run_1/placement.png
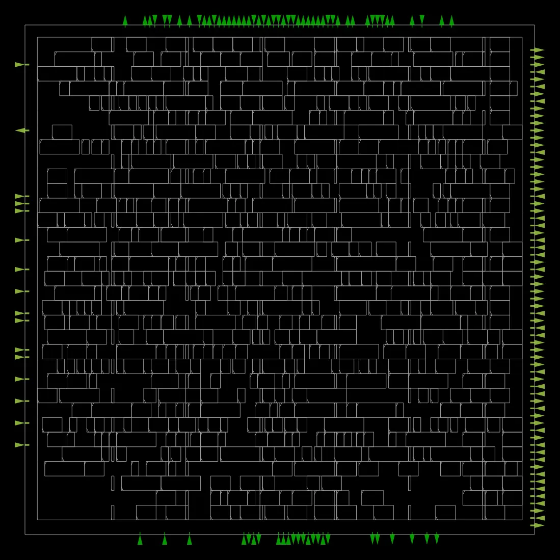
run_1/placement_by_type.png
Bar = 20 um. Fill, decap, tap and diode cells in gray.
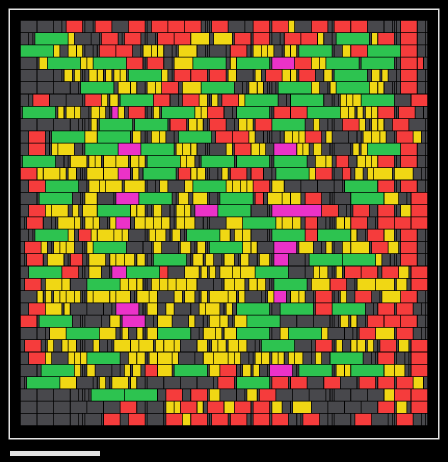
run_1/wires.png
Bar = 20 um.
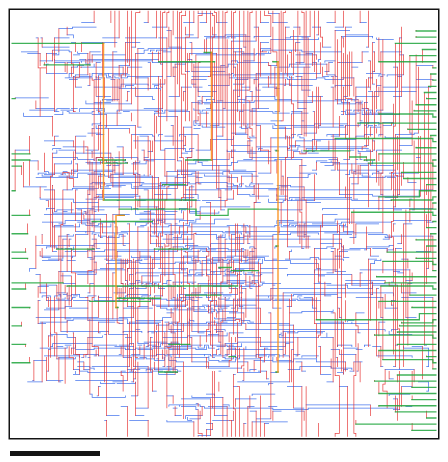
run_1/logic_types.png
Bar = 20 um.
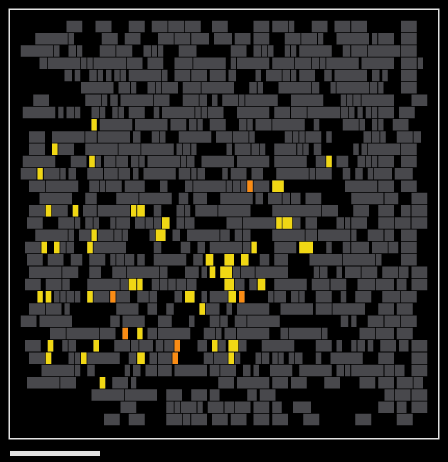
--- config.mk ---
export PLATFORM = sky130hd
export DESIGN_NAME = fetch_mem_sequencer
export DESIGN_NICKNAME = d
export VERILOG_FILES = /design/src/rtl/fetch_mem_sequencer.sv
export SDC_FILE = /design/constraint.sdc
export NUM_CORES = 1
export LEC_CHECK = 0
export ABC_CLOCK_PERIOD_IN_PS = 3000
export CORE_MARGIN = 2
export CORE_UTILIZATION = 47
export DETAILED_ROUTE_END_ITERATION = 8
export PLACE_DENSITY_LB_ADDON = 0.15
export RECOVER_POWER = 50
export SETUP_SLACK_MARGIN = 0.4
export SYNTH_ARGS = -nofsm -noshare
export SYNTH_HDL_FRONTEND = slang
export SYNTH_SLANG_ARGS = --single-unit
--- constraint.sdc ---
create_clock -name clk -period 3 [get_ports clk]
set_input_delay 0.45 -clock clk [delete_from_list [all_inputs] [get_ports clk]]
set_output_delay 0.45 -clock clk [all_outputs]
set_load 0.02 [all_outputs]
--- src/rtl/fetch_mem_sequencer.sv ---
// Fetch PC owner and single-port SRAM sequencer: time-shares the RAM
// between instruction fetch and MEM-stage loads/stores, one delay slot.
module fetch_mem_sequencer #(
  parameter logic [15:0] RESET_PC      = 16'h0000,
  parameter logic [15:0] NOP_INSN      = 16'h0800,
  parameter int          ACCESS_CYCLES = 2
) (
  input  logic        clk,
  input  logic        rst,
  input  logic        jump,
  input  logic [15:0] jumpTarget,
  input  logic        stall,
  input  logic        memReq,
  input  logic        memWrite,
  input  logic [15:0] memAddr,
  input  logic [15:0] memWdata,
  output logic [15:0] memRdata,
  output logic        memDone,
  output logic [15:0] instructionOut,
  output logic [15:0] pcOut,
  output logic        fetchDone,
  output logic        pipeStall,
  output logic [15:0] ramAddr,
  output logic [15:0] ramWdata,
  input  logic [15:0] ramRdata,
  output logic        ramOe,
  output logic        ramWe
);

  localparam int CW = (ACCESS_CYCLES > 1) ? $clog2(ACCESS_CYCLES) : 1;
  localparam logic [CW-1:0] LAST = CW'(ACCESS_CYCLES - 1);

  typedef enum logic {FETCH, DATA} state_t;

  state_t        state;
  logic [CW-1:0] cnt;
  logic [15:0]   fetchPC;
  logic [15:0]   pendTarget;
  logic          pendJump;

  logic lastCycle;
  logic fetchFire;
  logic dataFire;
  logic takeJump;

  assign lastCycle = (cnt == LAST);
  assign fetchFire = (state == FETCH) && lastCycle && !stall;
  assign dataFire  = (state == DATA) && lastCycle;
  assign takeJump  = jump && !pendJump;
  assign pipeStall = !fetchFire;

  always_comb begin
    ramAddr  = fetchPC;
    ramWdata = '0;
    ramOe    = 1'b1;
    ramWe    = 1'b0;
    if (state == DATA) begin
      ramAddr  = memAddr;
      ramWdata = memWdata;
      ramWe    = memWrite;
      ramOe    = !memWrite;
    end
    if (rst) begin
      ramOe = 1'b0;
      ramWe = 1'b0;
    end
  end

  always_ff @(posedge clk) begin
    if (rst) begin
      state          <= FETCH;
      cnt            <= '0;
      fetchPC        <= RESET_PC;
      pendJump       <= 1'b0;
      pendTarget     <= '0;
      instructionOut <= NOP_INSN;
      pcOut          <= RESET_PC;
      memRdata       <= '0;
      memDone        <= 1'b0;
      fetchDone      <= 1'b0;
    end else begin
      fetchDone <= 1'b0;
      memDone   <= 1'b0;
      if (fetchFire) begin
        instructionOut <= ramRdata;
        pcOut          <= fetchPC;
        fetchDone      <= 1'b1;
        pendJump       <= 1'b0;
        if (pendJump)
          fetchPC <= pendTarget;
        else if (jump)
          fetchPC <= jumpTarget;
        else
          fetchPC <= fetchPC + 16'd2;
        cnt <= '0;
        // memDone high means the last access was data: never grant twice
        state <= (memReq && !memDone) ? DATA : FETCH;
      end else begin
        if (takeJump) begin
          pendJump   <= 1'b1;
          pendTarget <= jumpTarget;
        end
        if (dataFire) begin
          memDone <= 1'b1;
          if (!memWrite)
            memRdata <= ramRdata;
          cnt   <= '0;
          state <= FETCH;
        end else if (!lastCycle) begin
          cnt <= cnt + 1'b1;
        end
      end
    end
  end

endmodule

==> notes.md, run 1 <==
The run finished with clean final reports. The HPWL after detailed placement is 8150 um. The clock edge transition at the registers on the reported setup and hold paths came out at 0.08 ns. The run gives 3870 sq um for the post-synthesis instance area. The clock tree has to reach 85 sinks.

With the mean number of vias per cell at 5.31, the share of final-layout standard cells stronger than drive strength 1 is 6.61%. The tools report the pin count of the biggest net entering global routing as 56. The logs give 0.0107 ns for the post-route clock skew and 9 for the number of CTS-inserted buffers. The tools report the area of the synthesized netlist per yosys stat as 3870 sq um. For reference, the most critical setup path is categorized as in -> out. Nets still carrying antenna violations after routing amount to 0.

The run gives 0 for the number of antenna violations at the first check in global routing. The synthesis report lists the most area-consuming cells as sky130_fd_sc_hd__dfxtp_1 (44%), sky130_fd_sc_hd__nand2_1 (12%), sky130_fd_sc_hd__a21oi_1 (8.4%), sky130_fd_sc_hd__mux2i_1 (4.7%), sky130_fd_sc_hd__mux2_2 (4.1%). The run gives 0 for the count of warnings emitted by yosys. The commonest register cell is sky130_fd_sc_hd__dfxtp_1. The logs give 3 for the number of levels in the clock H-tree and 0.00209 uW for the standby leakage power. The layout overhead on the synthesized area was 45.2%; the cell resize tally after clock tree synthesis was 0. In this run, synthesis inferred 0 flip-flops with an integrated enable.

For the maximum clock frequency, the log shows 402 MHz. For the top-level port count, the log shows 155. The data arrival time of the critical path is 2.04 ns. Per the final report, max-transition violations number 0. The logs give 0 for the count of endpoints failing setup in the final report and 267 for the count of routing violations after the opening detailed-route iteration.

Per the timing report, the biggest fanout along the worst path comes to 12. Class of the tightest hold or removal check: reg -> reg. For this run, the script counts the antenna cells in the layout as 0.

With the fraction of the cycle the final worst path needs at 83.0%, the share of Yosys cell area claimed by the top area cell type is 44.0%. Of all flip-flops after synthesis, the portion carrying an async set or reset was 0%. For the worst setup path, the data required time is 2.55 ns. Looking at the clock tree report, the maximum root-to-sink buffer count equals 2. STA classifies the critical path endpoint as a primary output. For the number of global-route vias before repair, the log shows 3,390.

In this run the power density over the cells is 433 nW/um^2. The pin closest to its max-slew limit shows a slew of 1.11 ns. TritonCTS built the clock tree. After detailed routing, the number of remaining DRC violations is 0. The tools report the final tally of hold violations as 0.

Ranked by instance count, the synthesized netlist is headed by sky130_fd_sc_hd__nand2_1 (128), sky130_fd_sc_hd__dfxtp_1 (85), sky130_fd_sc_hd__a21oi_1 (65). The met3 routing resource usage after global routing is 5.11%. Per the GRT log, the top usage layer is met2.

The slew check shows that the tightest pin keeps a relative margin of 26.3%. The most frequently used library cell after synthesis is sky130_fd_sc_hd__nand2_1. The cell accounting for the most synthesized area was sky130_fd_sc_hd__dfxtp_1. Per the OpenROAD floorplan log, the width of the die is 94.8 um. The congestion estimate from routability-driven global placement came to 0.857. In the post-route analysis, the smallest setup slack over all paths is 0.510 ns. The worst setup slack after placement is 0.446 ns, and the met2 demand-to-capacity share in global routing is 40.6%.

Once placement completed, the tool counted placed cells totaling 724. The worst setup path is launched from an input port. With the number of buffer cells added on primary ports at 154, the total nets after synthesis is 567. Power comes to 2440 uW. Per the repair_timing log after CTS, setup buffers inserted total 0.
Notes on placement.png above:
share of cell area taken by flip-flops and latches: 30.3%
Tap Cells: 105
number of placement rows: 33

Notes on placement_by_type.png above:
Red marks other buffers and delay cells, cells 165, share of their area 29%. Yellow marks combinational and other logic, cells 369, share of their area 36%. Magenta marks clock drivers and dummy loads, cells 16, share of their area 3.6%. Green marks flops, cells 85, share of their area 31%.
post-route cell area: 5620 sq um
total core area: 8090 sq um
utilization after layout: 69.5%

Notes on wires.png above:
Green marks metal 3, wire length 826 um. Blue marks metal 1, wire length 4,740 um. Orange marks metal 4, wire length 149 um. Red marks metal 2, wire length 5,490 um.
via count of the routed design: 3,926
drt total wl: 11,200 um
total global-route track usage: 24.4%
routed length per placed instance: 15.1 um

Notes on logic_types.png above:
Orange marks inverters, cells 6. Yellow marks NOR gates, cells 45.
dominant logic cell type in the layout: sky130_fd_sc_hd__nand2_1
logic gate fraction of the total cell area: 34.8%
number of cells in the finished layout apart from fillers: 740

## run 1: routing by layer
layer,share of wire [%],vias up
li1,-,1954
met1,42,1829
met3,7.4,11
met4,1.3,0
met2,49,132
met5,0,-
## run 1: final timing paths
| path | from | endpoint | slack [ns] | cells after the start |
|---|---|---|---|---|
| max | stall | pipeStall | 0.51 | 4 |
| min | pcOut[9]$_SDFFE_PP0P_ | pcOut[9]$_SDFFE_PP0P_ | 0.45 | 2 |
| max reg2reg | state$_SDFFE_PP0P_ | fetchPC[13]$_SDFFE_PP0P_ | 0.67 | 7 |
| min reg2reg | pcOut[9]$_SDFFE_PP0P_ | pcOut[9]$_SDFFE_PP0P_ | 0.45 | 2 |
## run 1: cells by family (layout without fill, tap and decap cells)
kind of cell,Yosys count,count (layout),synth area share (%)
AOI/OAI and AO/OA,107,107,15.5
xor gates and xnor gates,1,1,0.226
adders and majority gates,1,1,0.323
buffers and inverters,48,187,5.17
DFF,85,85,44.0
muxes,32,32,8.73
and+or+nand+nor,222,222,26.1
## run 1: final cells by class
class / count / area [sq um]
Fill cell: 665 / 2470
Inverter: 6 / 22.5
Clock buffer: 10 / 128
Tap cell: 105 / 131
Multi-Input combinational cell: 363 / 1960
Clock inverter: 6 / 71.3
Timing Repair Buffer: 165 / 1610
Sequential cell: 85 / 1700
## run 1: worst max-delay path, stage by stage
cell and delay, ns:
sky130_fd_sc_hd__clkdlybuf4s50_1 0.52, sky130_fd_sc_hd__nor3b_1 0.08, sky130_fd_sc_hd__inv_1 0.30, sky130_fd_sc_hd__clkdlybuf4s50_1 0.69
## run 1: stage by stage
| stage | hold slack, ns | area [sq um] |
|---|---|---|
| floorplan | 0.442 | 3870 |
| global placement | 0.442 | 5440 |
| detailed placement | 0.445 | 5440 |
| CTS | 0.458 | 5640 |
| global route | 0.474 | 5620 |
| finish | 0.453 | 5620 |
## run 1: cells in the final DEF, fill, tap and decap left out, drive strengths merged, types with 2 or more instances in the layout
cell,instances
a211oi,2
a21oi,65
a31oi,4
and2,19
and3,4
and3b,2
buf,8
clkbuf,14
clkdlybuf4s50,122
clkinv,3
clkinvlp,2
dfxtp,85
dlygate4sd3,31
inv,6
mux2,14
mux2i,18
nand2,128
nand2b,3
nand3,9
nand3b,4
nand4,3
nor2,28
nor3,8
nor3b,2
nor4,5
o211ai,3
o21ai,20
o22ai,2
o311ai,2
or2,2
## run 1: where the power goes
| part | leakage, uW | switching (uW) | total [uW] | internal [uW] |
|---|---|---|---|---|
| Sequential | 0.000691 | 35.5 | 1200 | 1170 |
| Clock | 0.0000931 | 427 | 818 | 391 |
| Combinational | 0.00130 | 206 | 415 | 210 |
| Total | 0.00209 | 668 | 2440 | 1770 |
## run 1: registers in the layout, indices dropped and copies added, names as in the netlist
name,cells
pcOut,16
fetchDone,1
instructionOut,16
memDone,1
pendTarget,16
pendJump,1
memRdata,16
state,1
fetchPC,16
cnt,1
==> run 2, diff against run 1 <==
--- a/config.mk
+++ b/config.mk
@@ -5,9 +5,9 @@
 export SDC_FILE = /design/constraint.sdc
 export NUM_CORES = 1
 export LEC_CHECK = 0
-export ABC_CLOCK_PERIOD_IN_PS = 3000
+export ABC_CLOCK_PERIOD_IN_PS = 2000
 export CORE_MARGIN = 2
-export CORE_UTILIZATION = 47
+export CORE_UTILIZATION = 39
 export DETAILED_ROUTE_END_ITERATION = 8
 export PLACE_DENSITY_LB_ADDON = 0.15
 export RECOVER_POWER = 50
==> constraint.sdc (replaced) <==
create_clock -name clk -period 2 [get_ports clk]
set_input_delay 0.3 -clock clk [delete_from_list [all_inputs] [get_ports clk]]
set_output_delay 0.3 -clock clk [all_outputs]
set_load 0.02 [all_outputs]
run_2/placement.png
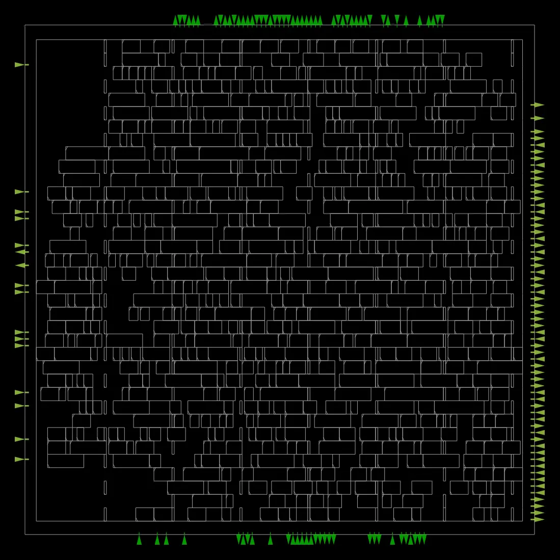
total core area: 9680 sq um
Tap Cells: 133
utilization after layout: 65.8%

run_2/logic_types.png
Bar = 20 um.
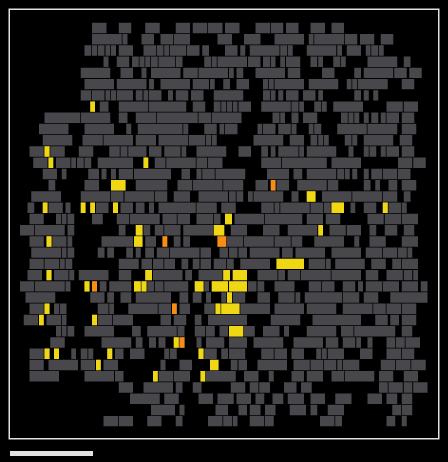
logic gate fraction of the total cell area: 36.5%
number of cells in the finished layout apart from fillers: 793

==> run 2 against run 1 <==
Area after synthesis unchanged. Combinational power is 86% higher. Sequential power increased by 52%. Clock power up 71%. Setup slack worse by 0.36 ns. Via count grew 4.6%. Cell count increased by 7.2%. Clock-buffer cell count down 1. Critical path depth unchanged. Sequential share of layout area is 3.3 points lower. Utilization down 3.7 points. Synthesized cell count unchanged. Largest power group unchanged.
==> notes.md, run 2 <==
The count of endpoints failing setup in the final report is 0. The tools report the startpoint of the worst setup timing path as state$_SDFFE_PP0P_. During placement, the flow inserted port buffers numbering 154. Worst IR drop on VDD: 0.000473 V. The final max-slew violation count recorded for this run is 0. The clock reaches the later pin of the worst-skew pair after 0.36 ns.

Setup repair after global routing could not meet its margin everywhere. With the portion of the post-synthesis area used by sequential elements at 44.0%, the final critical-path required period is 1.85 ns. The run gives 3,782 as the number of global-route vias before repair. TritonCTS built the clock tree.

Most frequent standard cell in the layout excluding fill and tap cells: sky130_fd_sc_hd__nand2_1. In the synthesized netlist the dominant register cell turns out to be sky130_fd_sc_hd__dfxtp_1. For this design, Yosys synthesis ends with a cell count of 496.

The class of the tightest hold or removal check is reg -> reg. Synthesis instantiated 47 different standard cells from the library. The cell sitting at the root of the clock tree is a sky130_fd_sc_hd__clkbuf_8.

The die covers 10,700 sq um. Between the synthesized netlist and the finished layout, the area growth was recorded as 64.6%. The tools report the startpoint of the worst register-to-register path as state$_SDFFE_PP0P_. The run gives 0 for the number of enable flip-flop cells. The flow ran to the end, and the final reports show no timing, DRC or antenna violations. The capture point of the worst path is ramAddr[13].

STA reports a reg2reg setup slack of 0.21 ns. The pre-CTS setup check shows a worst slack of -0.0242 ns. The H-tree was split into 3 levels.

Global routing consumed, on the met2 layer, 36.7% of the routing resources. The tools report the number of antenna violations at the first check in global routing as 1. For this block, the routed nets add up to 13,000 um of wire. The floorplan die width is 104 um. The number of hold buffers added after CTS was 0. Dividing the detail-routed wire length by the instance count gives 16.4 um. The number of fill cells in the layout came out at 839. After legalization and detailed placement, the total HPWL measured 8250 um. For the standby leakage power, the log shows 0.00274 uW. Yosys attributes the largest share of cell area to sky130_fd_sc_hd__dfxtp_1 (44%), sky130_fd_sc_hd__nand2_1 (12%), sky130_fd_sc_hd__a21oi_1 (8.4%), sky130_fd_sc_hd__mux2i_1 (4.7%), sky130_fd_sc_hd__mux2_2 (4.1%). The post-synthesis cell count came out at 496. Static timing analysis puts the maximum clock frequency at 542 MHz.

The post-synthesis instance area was 3870 sq um. The run gives 0% for the async set-reset flop share out of synthesis. Sorting the synthesized cells by how often they occur yields sky130_fd_sc_hd__nand2_1 (128), sky130_fd_sc_hd__dfxtp_1 (85), sky130_fd_sc_hd__a21oi_1 (65). The total overflow left after global routing is 0. Entering global routing, the biggest net connects 89 pins.

The routed layout has 4,108 vias. The cell area power density was 626 nW/um^2; the worst-margin pin slew was 0.579 ns. STA classifies the critical path endpoint as a primary output. Overall power consumption after layout is estimated at 3990 uW. OpenROAD reports that the post-layout worst path occupies 92.3% of the period.

After synthesis, the mean cell area works out to 7.80 sq um. The synthesis report lists the Yosys warning total as 0. The run gives 0 as the final tally of hold violations.

The run gives 0 for the count of unresolved DRC violations after routing. Yosys reported a register bit count of 85. The floorplan report gives the top-level pin count as 155.

The global-route usage over all layers was 22.3%; the number of cells on the worst reg-to-reg path was 10. On the final layout, the worst hold slack is 0.458 ns. With the post-layout worst setup margin at 0.154 ns, the residual antenna-violating net count after detailed routing is 0. Max-capacitance violation count: 0. The biggest area contributor in the post-synthesis netlist is sky130_fd_sc_hd__dfxtp_1. Ranking logic cells in the layout by count gives the top entries sky130_fd_sc_hd__nand2_1 (108), sky130_fd_sc_hd__dfxtp_1 (80), sky130_fd_sc_hd__clkdlybuf4s50_1 (68). The data arrival time of the critical path is 1.55 ns, and the share of Yosys cell area claimed by the top area cell type is 44.0%. The tools report the required time of the critical path as 1.70 ns. For this run the top cell type by instance count after synthesis was sky130_fd_sc_hd__nand2_1. Dividing the detail-routed via count by the number of cells gives 5.18. Checking max transition, the worst relative margin is 61.4%.

The die is 104 um tall. Most utilized layer in the global route result: met2. The clock edge transition at the registers on the reported setup and hold paths was 0.10 ns. The worst register-to-register path ends at pcOut[0]$_SDFFE_PP0P_.

Summing over the stages, the warning tally comes to 28. At the floorplan stage, the core utilization is reported as 40.0%. The number of CTS-inserted buffers is 9, and the total nets after synthesis is 567. The final timing report lists clock skew as 0.0115 ns. In the final design database the tool counted 726 nets.

After floorplanning, the core was divided into 36 placement rows. Routing resource usage on met3 recorded by global route was 4.59%. Per the final layout report, the fraction of cells sized above drive strength 1 comes to 25.9%. The clock net in this run drives a total of 85 sinks. The pre-antenna-repair detailed-routing pass consisted of 5 iterations.

0 antenna diodes ended up in the layout. STA classifies the critical path startpoint as a flop. Per the timing report, the biggest fanout along the worst path comes to 5.

The placement summary gives the final routability congestion estimate as 0.902. The tools report the count of routing violations after the opening detailed-route iteration as 285. In the global route stage, met1 resource usage came out at 29.8%. The longest clock path from root to sink contains 2 buffers.

The tools report the area of the synthesized netlist per yosys stat as 3870 sq um. Looking at the setup timing report, the critical path kind is reg -> out.
## run 2: how the worst min path moves through the flow
stage | startpoint | endpoint | slack (ns) | depth (start not counted)
global route | instructionOut[5]$_SDFFE_PP0P_ | instructionOut[5]$_SDFFE_PP0P_ | 0.47 | 2
CTS | memRdata[9]$_SDFFE_PP0P_ | memRdata[9]$_SDFFE_PP0P_ | 0.46 | 2
floorplan | ramRdata[11] | instructionOut[11]$_SDFFE_PP1P_ | 0.42 | 2
global placement | pcOut[12]$_SDFFE_PP0P_ | pcOut[12]$_SDFFE_PP0P_ | 0.44 | 2
finish | memRdata[2]$_SDFFE_PP0P_ | memRdata[2]$_SDFFE_PP0P_ | 0.46 | 2
detailed placement | pcOut[12]$_SDFFE_PP0P_ | pcOut[12]$_SDFFE_PP0P_ | 0.45 | 2
## run 2: timing repair
item / 4_1_cts / 5_1_grt
gates resized: 232 / 111
pin swaps: 1 / 31
setup buffers: 4 / 4
cloned: 4 / 5
setup endpoints to repair: 97 / 88
## run 2: logic make-up after synthesis
group | synth area share, %
fa+ha+maj | 0.323
buf+inv | 5.17
xor+xnor | 0.226
flops | 44.0
compound gates | 15.5
mux | 8.73
simple gates | 26.1
## run 2: metal layers
layer / up-vias / share of wire [%]
li1: 2008 / -
met1: 1933 / 43
met2: 144 / 49
met3: 21 / 6.0
met4: 2 / 1.5
met5: - / 0.077
## run 2: where the power goes
| part | internal (uW) | switching [uW] | total, uW | leakage [uW] |
|---|---|---|---|---|
| logic | 395 | 377 | 772 | 0.00193 |
| clock network | 724 | 675 | 1400 | 0.000112 |
| registers | 1750 | 63.7 | 1820 | 0.000694 |
## run 2: final cells by class
class | count | area [sq um] | share of cell area [%]
inverter | 6 | 25.0 | 0.393
clock buffer | 9 | 124 | 1.94
tap | 133 | 166 | 2.61
sequential | 85 | 1720 | 26.9
multi-input combinational | 363 | 2330 | 36.5
clock inverter | 7 | 105 | 1.65
timing repair buffer | 190 | 1910 | 30.0
## run 2: per-stage QoR
step / instances / setup TNS, ns / area (sq um)
finish: 793 / 0 / 6370
global route: 793 / 0 / 6370
CTS: 784 / 0 / 5840
detailed placement: 760 / -0.0242 / 5590
global placement: 760 / 0 / 5590
floorplan: 496 / 0 / 3880
## run 2: worst max-delay path, cell delays in order, from the launching register on
cell                      delay, ns
sky130_fd_sc_hd__dfxtp_1       0.46
sky130_fd_sc_hd__buf_12        0.15
sky130_fd_sc_hd__buf_16        0.11
sky130_fd_sc_hd__mux2_2        0.34
sky130_fd_sc_hd__buf_6         0.13
Power figures rest on the tool's default switching activity, not on a simulated workload.
